### src/rtl/mem_arb_pkg.sv
// Shared widths, requester id type and access-kind decode for the two-port memory arbiter.
package mem_arb_pkg;

  localparam int unsigned ADDR_W  = 8;
  localparam int unsigned DATA_W  = 32;
  localparam int unsigned NUM_REQ = 2;
  localparam int unsigned CNT_W   = 16;

  typedef logic [0:0] req_id_t;

  typedef enum logic [1:0] {
    NONE  = 2'd0,
    READ  = 2'd1,
    WRITE = 2'd2
  } acc_kind_t;

  // A read strobe takes precedence over a simultaneous write strobe
  function automatic acc_kind_t acc_kind(input logic rd, input logic wr);
    if (rd) return READ;
    if (wr) return WRITE;
    return NONE;
  endfunction

endpackage

### src/rtl/mem_arbiter_if.sv
// Requester and memory-port signals of mem_arbiter; slave = arbiter side, master = environment side.
interface mem_arbiter_if #(
  parameter int unsigned ADDR_W = mem_arb_pkg::ADDR_W,
  parameter int unsigned DATA_W = mem_arb_pkg::DATA_W
);
  import mem_arb_pkg::*;

  logic [ADDR_W-1:0] req0_addr;
  logic              req0_rd;
  logic              req0_wr;
  logic [DATA_W-1:0] req0_wdata;
  logic              req0_stall;
  logic              req0_rvalid;
  logic [DATA_W-1:0] req0_rdata;
  logic [CNT_W-1:0]  req0_grants;

  logic [ADDR_W-1:0] req1_addr;
  logic              req1_rd;
  logic              req1_wr;
  logic [DATA_W-1:0] req1_wdata;
  logic              req1_stall;
  logic              req1_rvalid;
  logic [DATA_W-1:0] req1_rdata;
  logic [CNT_W-1:0]  req1_grants;

  logic              mem_en;
  logic              mem_we;
  logic [ADDR_W-1:0] mem_addr;
  logic [DATA_W-1:0] mem_wdata;
  logic [DATA_W-1:0] mem_rdata;

  modport slave (
    input  req0_addr, req0_rd, req0_wr, req0_wdata,
    input  req1_addr, req1_rd, req1_wr, req1_wdata,
    input  mem_rdata,
    output req0_stall, req0_rvalid, req0_rdata, req0_grants,
    output req1_stall, req1_rvalid, req1_rdata, req1_grants,
    output mem_en, mem_we, mem_addr, mem_wdata
  );

  modport master (
    output req0_addr, req0_rd, req0_wr, req0_wdata,
    output req1_addr, req1_rd, req1_wr, req1_wdata,
    output mem_rdata,
    input  req0_stall, req0_rvalid, req0_rdata, req0_grants,
    input  req1_stall, req1_rvalid, req1_rdata, req1_grants,
    input  mem_en, mem_we, mem_addr, mem_wdata
  );

endinterface

### src/rtl/rr_arb2.sv
// Two-input round-robin grant: rr breaks ties, rr_nxt points at the loser after any grant.
module rr_arb2 import mem_arb_pkg::*; (
  input  logic [NUM_REQ-1:0] act,
  input  req_id_t            rr,
  output logic [NUM_REQ-1:0] gnt,
  output req_id_t            rr_nxt
);

  always_comb begin
    gnt    = '0;
    rr_nxt = rr;
    case (act)
      2'b01:   gnt = 2'b01;
      2'b10:   gnt = 2'b10;
      2'b11:   gnt = (rr == 1'b1) ? 2'b10 : 2'b01;
      default: gnt = '0;
    endcase
    // Idle cycles leave the pointer where it was
    if (|gnt) rr_nxt = req_id_t'(~gnt[1]);
  end

endmodule

### src/rtl/mem_arbiter.sv
// Two-requester single-port memory arbiter with pipelined read responses.
// Define MEM_ARBITER_STATS_EN to build the per-requester 16-bit grant counters.
module mem_arbiter #(
  parameter int unsigned ADDR_W = mem_arb_pkg::ADDR_W,
  parameter int unsigned DATA_W = mem_arb_pkg::DATA_W
) (
  input logic          CLK,
  input logic          RST,
  mem_arbiter_if.slave bus
);
  import mem_arb_pkg::*;

  acc_kind_t          kind0;
  acc_kind_t          kind1;
  acc_kind_t          gnt_kind;
  logic [NUM_REQ-1:0] req_act;
  logic [NUM_REQ-1:0] arb_act;
  logic [NUM_REQ-1:0] gnt;
  req_id_t            rr_q;
  req_id_t            rr_nxt;
  req_id_t            gnt_id;
  logic [ADDR_W-1:0]  gnt_addr;
  logic [DATA_W-1:0]  gnt_wdata;
  logic               rsp_pend_q;
  req_id_t            rsp_id_q;
  logic               rvalid0;
  logic               rvalid1;

  // Request decode; nothing is offered to the arbiter while in reset
  always_comb begin
    kind0   = acc_kind(bus.req0_rd, bus.req0_wr);
    kind1   = acc_kind(bus.req1_rd, bus.req1_wr);
    req_act = {kind1 != NONE, kind0 != NONE};
    arb_act = RST ? '0 : req_act;
  end

  rr_arb2 u_rr_arb2 (
    .act    (arb_act),
    .rr     (rr_q),
    .gnt    (gnt),
    .rr_nxt (rr_nxt)
  );

  // Steer the granted access onto the memory port
  always_comb begin
    gnt_id    = req_id_t'(gnt[1]);
    gnt_kind  = NONE;
    gnt_addr  = '0;
    gnt_wdata = '0;
    if (gnt[0]) begin
      gnt_kind  = kind0;
      gnt_addr  = bus.req0_addr;
      gnt_wdata = bus.req0_wdata;
    end else if (gnt[1]) begin
      gnt_kind  = kind1;
      gnt_addr  = bus.req1_addr;
      gnt_wdata = bus.req1_wdata;
    end
    bus.mem_en     = |gnt;
    bus.mem_we     = (gnt_kind == WRITE);
    bus.mem_addr   = gnt_addr;
    bus.mem_wdata  = (gnt_kind == WRITE) ? gnt_wdata : '0;
    bus.req0_stall = req_act[0] & ~gnt[0];
    bus.req1_stall = req_act[1] & ~gnt[1];
  end

  // Round-robin pointer and one-deep read response tracker
  always_ff @(posedge CLK) begin
    if (RST) begin
      rr_q       <= '0;
      rsp_pend_q <= 1'b0;
      rsp_id_q   <= '0;
    end else begin
      rr_q       <= rr_nxt;
      rsp_pend_q <= (gnt_kind == READ);
      if (gnt_kind == READ) rsp_id_q <= gnt_id;
    end
  end

  // Memory data is routed only to the requester that owns the response
  always_comb begin
    rvalid0         = rsp_pend_q & ~RST & (rsp_id_q == 1'b0);
    rvalid1         = rsp_pend_q & ~RST & (rsp_id_q == 1'b1);
    bus.req0_rvalid = rvalid0;
    bus.req1_rvalid = rvalid1;
    bus.req0_rdata  = rvalid0 ? bus.mem_rdata : '0;
    bus.req1_rdata  = rvalid1 ? bus.mem_rdata : '0;
  end

`ifdef MEM_ARBITER_STATS_EN
  logic [CNT_W-1:0] grants_q [NUM_REQ];

  // Free-running grant counters, wrapping at 16 bits
  always_ff @(posedge CLK) begin
    for (int unsigned i = 0; i < NUM_REQ; i++) begin
      if (RST) begin
        grants_q[i] <= '0;
      end else if (gnt[i]) begin
        grants_q[i] <= grants_q[i] + CNT_W'(1);
      end
    end
  end

  assign bus.req0_grants = grants_q[0];
  assign bus.req1_grants = grants_q[1];
`else
  assign bus.req0_grants = '0;
  assign bus.req1_grants = '0;
`endif

endmodule

### src/flat_wrapper.sv
// flat-port wrapper written by rule: the top's interface ports become plain ports
module mem_arbiter_flat import mem_arb_pkg::*;
#(
  parameter int unsigned ADDR_W = mem_arb_pkg::ADDR_W,
  parameter int unsigned DATA_W = mem_arb_pkg::DATA_W
)
  (CLK, RST, bus_req0_addr, bus_req0_rd, bus_req0_wr, bus_req0_wdata, bus_req1_addr, bus_req1_rd, bus_req1_wr, bus_req1_wdata, bus_mem_rdata, bus_req0_stall, bus_req0_rvalid, bus_req0_rdata, bus_req0_grants, bus_req1_stall, bus_req1_rvalid, bus_req1_rdata, bus_req1_grants, bus_mem_en, bus_mem_we, bus_mem_addr, bus_mem_wdata);
  mem_arbiter_if #(.ADDR_W(ADDR_W), .DATA_W(DATA_W)) bus_i ();
  input logic CLK;
  input logic RST;
  input wire logic [$bits(bus_i.req0_addr)-1:0] bus_req0_addr;
  input wire logic [$bits(bus_i.req0_rd)-1:0] bus_req0_rd;
  input wire logic [$bits(bus_i.req0_wr)-1:0] bus_req0_wr;
  input wire logic [$bits(bus_i.req0_wdata)-1:0] bus_req0_wdata;
  input wire logic [$bits(bus_i.req1_addr)-1:0] bus_req1_addr;
  input wire logic [$bits(bus_i.req1_rd)-1:0] bus_req1_rd;
  input wire logic [$bits(bus_i.req1_wr)-1:0] bus_req1_wr;
  input wire logic [$bits(bus_i.req1_wdata)-1:0] bus_req1_wdata;
  input wire logic [$bits(bus_i.mem_rdata)-1:0] bus_mem_rdata;
  output wire logic [$bits(bus_i.req0_stall)-1:0] bus_req0_stall;
  output wire logic [$bits(bus_i.req0_rvalid)-1:0] bus_req0_rvalid;
  output wire logic [$bits(bus_i.req0_rdata)-1:0] bus_req0_rdata;
  output wire logic [$bits(bus_i.req0_grants)-1:0] bus_req0_grants;
  output wire logic [$bits(bus_i.req1_stall)-1:0] bus_req1_stall;
  output wire logic [$bits(bus_i.req1_rvalid)-1:0] bus_req1_rvalid;
  output wire logic [$bits(bus_i.req1_rdata)-1:0] bus_req1_rdata;
  output wire logic [$bits(bus_i.req1_grants)-1:0] bus_req1_grants;
  output wire logic [$bits(bus_i.mem_en)-1:0] bus_mem_en;
  output wire logic [$bits(bus_i.mem_we)-1:0] bus_mem_we;
  output wire logic [$bits(bus_i.mem_addr)-1:0] bus_mem_addr;
  output wire logic [$bits(bus_i.mem_wdata)-1:0] bus_mem_wdata;
  assign bus_i.req0_addr = bus_req0_addr;
  assign bus_i.req0_rd = bus_req0_rd;
  assign bus_i.req0_wr = bus_req0_wr;
  assign bus_i.req0_wdata = bus_req0_wdata;
  assign bus_i.req1_addr = bus_req1_addr;
  assign bus_i.req1_rd = bus_req1_rd;
  assign bus_i.req1_wr = bus_req1_wr;
  assign bus_i.req1_wdata = bus_req1_wdata;
  assign bus_i.mem_rdata = bus_mem_rdata;
  assign bus_req0_stall = bus_i.req0_stall;
  assign bus_req0_rvalid = bus_i.req0_rvalid;
  assign bus_req0_rdata = bus_i.req0_rdata;
  assign bus_req0_grants = bus_i.req0_grants;
  assign bus_req1_stall = bus_i.req1_stall;
  assign bus_req1_rvalid = bus_i.req1_rvalid;
  assign bus_req1_rdata = bus_i.req1_rdata;
  assign bus_req1_grants = bus_i.req1_grants;
  assign bus_mem_en = bus_i.mem_en;
  assign bus_mem_we = bus_i.mem_we;
  assign bus_mem_addr = bus_i.mem_addr;
  assign bus_mem_wdata = bus_i.mem_wdata;
  mem_arbiter #(.ADDR_W(ADDR_W), .DATA_W(DATA_W)) u_core (.CLK(CLK), .RST(RST), .bus(bus_i));
endmodule
### config.mk
export PLATFORM = sky130hd
export DESIGN_NAME = mem_arbiter_flat
export DESIGN_NICKNAME = d
export VERILOG_FILES = /design/src/rtl/mem_arb_pkg.sv /design/src/rtl/mem_arbiter_if.sv /design/src/rtl/rr_arb2.sv /design/src/rtl/mem_arbiter.sv /design/src/flat_wrapper.sv
export SDC_FILE = /design/constraint.sdc
export NUM_CORES = 1
export LEC_CHECK = 0
export CORE_AREA = 5 5 99 101
export DETAILED_ROUTE_END_ITERATION = 10
export DIE_AREA = 0 0 104 106
export HOLD_SLACK_MARGIN = 0.12
export PLACE_DENSITY = 0.73
export SLEW_MARGIN = 15
export SYNTH_ARGS = -nofsm -noshare
export SYNTH_HDL_FRONTEND = slang
export SYNTH_SLANG_ARGS = --single-unit
### constraint.sdc
create_clock -name CLK -period 3.65 [get_ports CLK]
set_clock_uncertainty 0.2 [all_clocks]
set_input_delay 0.365 -clock CLK [delete_from_list [all_inputs] [get_ports CLK]]
set_output_delay 0.365 -clock CLK [all_outputs]
set_load 0.01 [all_outputs]
==> job_summary.md <==
### Metrics collected by this job

| Metric | Value |
|---|---|
| Mapped Cells | 262 |
| VDD IR-drop max | 0.0697 mV |
| CTS Buffer Depth | 2 |
| Rel. slew slack | between 40% and 50% |
| Setup Fix Bufs, Post-CTS | 0 |
| Yosys Instances | 262 |
| Startpoint types | input port |
| FP Rows | 35 |
| Initial Util | 21.5% |
| Warnings, synthesis | 0 |
| Fraction of layout cells with a size suffix above 1 | 11.2% |
| Mean post-synth cell area | 7.34 sq um |
| Chip area | between 0.01 and 0.015 sq mm |
| CP Capture Type | output port |
| CTS tree | built |
| Asr flop ratio synth | 0% |
| Post-synth regs | 3 |
| PwrDens | 131 mW/mm^2 |
| Synth Cell Area | 0.00192 sq mm |
| Synth Flop Type | dfxtp_1 |
| Largest net degree at the start of global routing | 34 |
| Most frequent cells after synthesis | and2_1 (66), nand3_1 (64), buf_4 (42) |
| WS Path Type | in2out |
| N_diodes | 0 |
| DR WL/cell | between 15 and 20 um |
| Setup tns final | 0 ps |
| # H-tree levels | 1 |
| # DRC | 0 |
| Initial DRC Count | 117 |
| MaxCap Viol Count | 0 |
| Footprint of the multi-input gates | roughly 0.0016 sq mm |
| Status | finished clean |
| Post-synth EDFFs | 0 |
| Final GP Congestion | 0.798 |
| First-pass GRT wire length | 15500 um |
| Vias in the first global route | 2845 |
| Worst path arrival time | about 2600 ps |
| I/O Buffers | approximately 230 |
| Final core utilization | between 40% and 50% |
| Syn-to-layout area delta | 118% |
| # setup viols final | 0 |
| Final Hold Fails | 0 |
| I/O Pins | 260 |
| Area leader share | 23.4% |
| Dpl hpwl | 8310 um |
| # nets final | 591 |
| PostCTS Resize Cnt | 0 |
| Via density | between 4 and 5 |
| Lkg Pwr | around 1.4 nW |
| Count leader, synth | and2_1 |
| Final min period | roughly 3200 ps |
| RSZ-0062 raised after global routing | false |
| Max-slew violation count | 0 |
| Reg clk slew, reported paths | 30 ps |
| Cell Type Count | 28 |
| CP required | 3080 ps |
| Achievable Freq | roughly 320 MHz |
| # hold bufs at CTS | 0 |
| CP Max Fanout | 32 |
| Seq share, synth | 3.12% |
| FF+latch area | 60.1 sq um |
| Post-synth top area cell | a221oi_2 |
| Number of fill cells | 897 |
| Final ANT Viol Nets | 0 |
| YS chip area | roughly 0.0019 sq mm |
| DR pass1 iterations | 4 |
| Core area | 0.00893 sq mm |
| Global route total overflow | 0 |
| Root Driver | clkbuf_8 |
| Hold crit path type | in2reg |
| GR Util All Layers | 16.9% |
| Top cells, area | a221oi_2 (23%), and2_1 (21%), nand3_1 (17%) |
| Final period utilization | 86.9% |
| Tool Warnings | 26 |
| Initial antenna violation count | 0 |
| Worst-Margin Slew | 760 ps |
run 1: power breakdown:
part	internal, mW	switching, mW	total [mW]
registers	0.0356	0.00285	0.0384
clock network	0.0747	0.0244	0.0991
logic	0.229	0.185	0.414
total	0.339	0.212	0.551
run 1: through the flow:
stage / instances / setup slack (ps) / hold WS, ps / area, sq um / power (mW)
after global placement: 579 / 555 / 331 / 4150 / 0.450
after CTS: 583 / 514 / 240 / 4190 / 0.557
after detailed placement: 579 / 521 / 344 / 4150 / 0.453
final: 583 / 476 / 252 / 4190 / 0.551
after global routing: 583 / 335 / 267 / 4190 / 0.589
after floorplan: 293 / 1830 / 262 / 2040 / 0.240
run 1: area by class of cell:
cell class,instances,area share [%]
timing repair buffer,239,56.5
multi-input combinational,223,37.4
tap,111,3.31
sequential,3,1.43
clock buffer,4,1.07
inverter,3,0.269
run 1: worst max-delay path, cell delays in order:
cell             delay [ps]
clkdlybuf4s50_1         620
o21ba_2                 180
buf_4                   330
nand3_1                 130
a221oi_1                360
clkdlybuf4s50_1         610
run 1: logic make-up after synthesis:
| kind of cell | after synthesis | synth area share, % |
|---|---|---|
| AOI/OAI and AO/OA | 53 | 33.6 |
| buffers and inverters | 67 | 22.6 |
| DFF | 3 | 3.12 |
| other | 1 | 0.195 |
| and+or+nand+nor | 138 | 40.4 |
run 1: layer usage:
| metal | vias to the layer above | track usage, % | share of wire [%] |
|---|---|---|---|
| li1 | 1302 | - | - |
| met1 | 1248 | 18.5 | 38 |
| met2 | 159 | 31.1 | 51 |
| met3 | 12 | 5.71 | 9.2 |
| met4 | 0 | 3.98 | 1.7 |
| met5 | - | 0 | 0 |
run 1: sequential cells by signal, indices dropped and copies added, names as in the netlist:
| signal | flops |
|---|---|
| u_core.rr_q | 1 |
| u_core.rsp_id_q | 1 |
| u_core.rsp_pend_q | 1 |
run 1: final timing paths:
check | startpoint | end | slack [ps] | cells after the start
hold reg to reg | u_core.rsp_id_q | u_core.rsp_id_q | 350 | 2
setup reg to reg | u_core.rr_q | u_core.rsp_id_q | 2160 | 4
setup / recovery | bus_req0_wr | bus_mem_wdata[31] | 480 | 6
hold / removal | RST | u_core.rsp_pend_q | 250 | 2
run 1: placed cells by master, fill, tap and decap left out, drive strengths merged, types with 2 or more instances in the layout:
cell type,n
o211ai,2
clkbuf,4
o21ba,2
nand3,64
conb,32
a221oi,32
nor2,4
a21oi,4
dfxtp,3
buf,13
clkdlybuf4s50,226
and2,66
inv,3
a22o,8
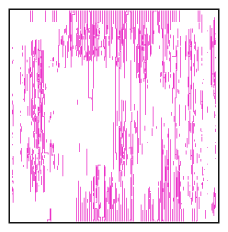
Run 1: the metal 2 layer
Scale: 2 px per um.
longest straight run: 51.8 um
wire length on this layer: 5150 um
share of all routed wire: 51%
nets with wire on the layer: 533
final WL: 10000 um
met2 Resource Use GR: 31.1%
routed via count: 2721

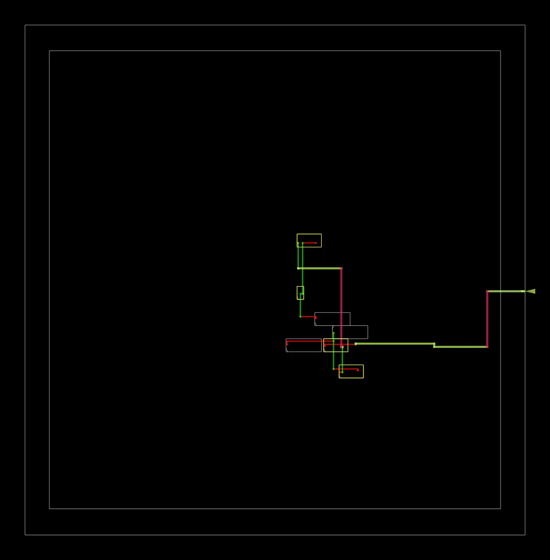
Run 1: clock wiring as the flow saved it
P_clk: 99.1 uW
Seq cells: 3
clk sinks: 3
CTS buffer count: 3
Skew-Pair Late Insertion Delay: 220 ps

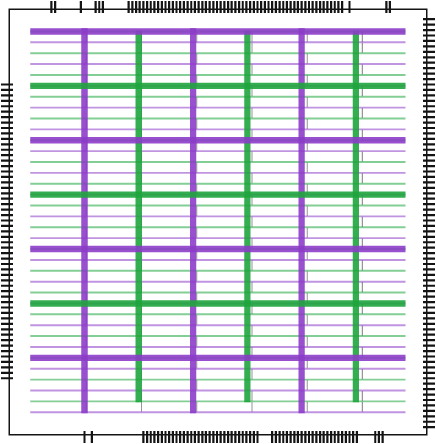
Run 1: floorplan with the power grid
Scale: 4 px per um. Pins as bars on the die edge. Tap cells in grey.
| colour | net |
|---|---|
| purple | VSS |
| green | VDD |
signal pins: 260
tap cells: 111
rows: 35
met4 straps: 6
Die X-Extent: 104 um
chip height: 106 um

Power is estimated from default activity; no workload was simulated.
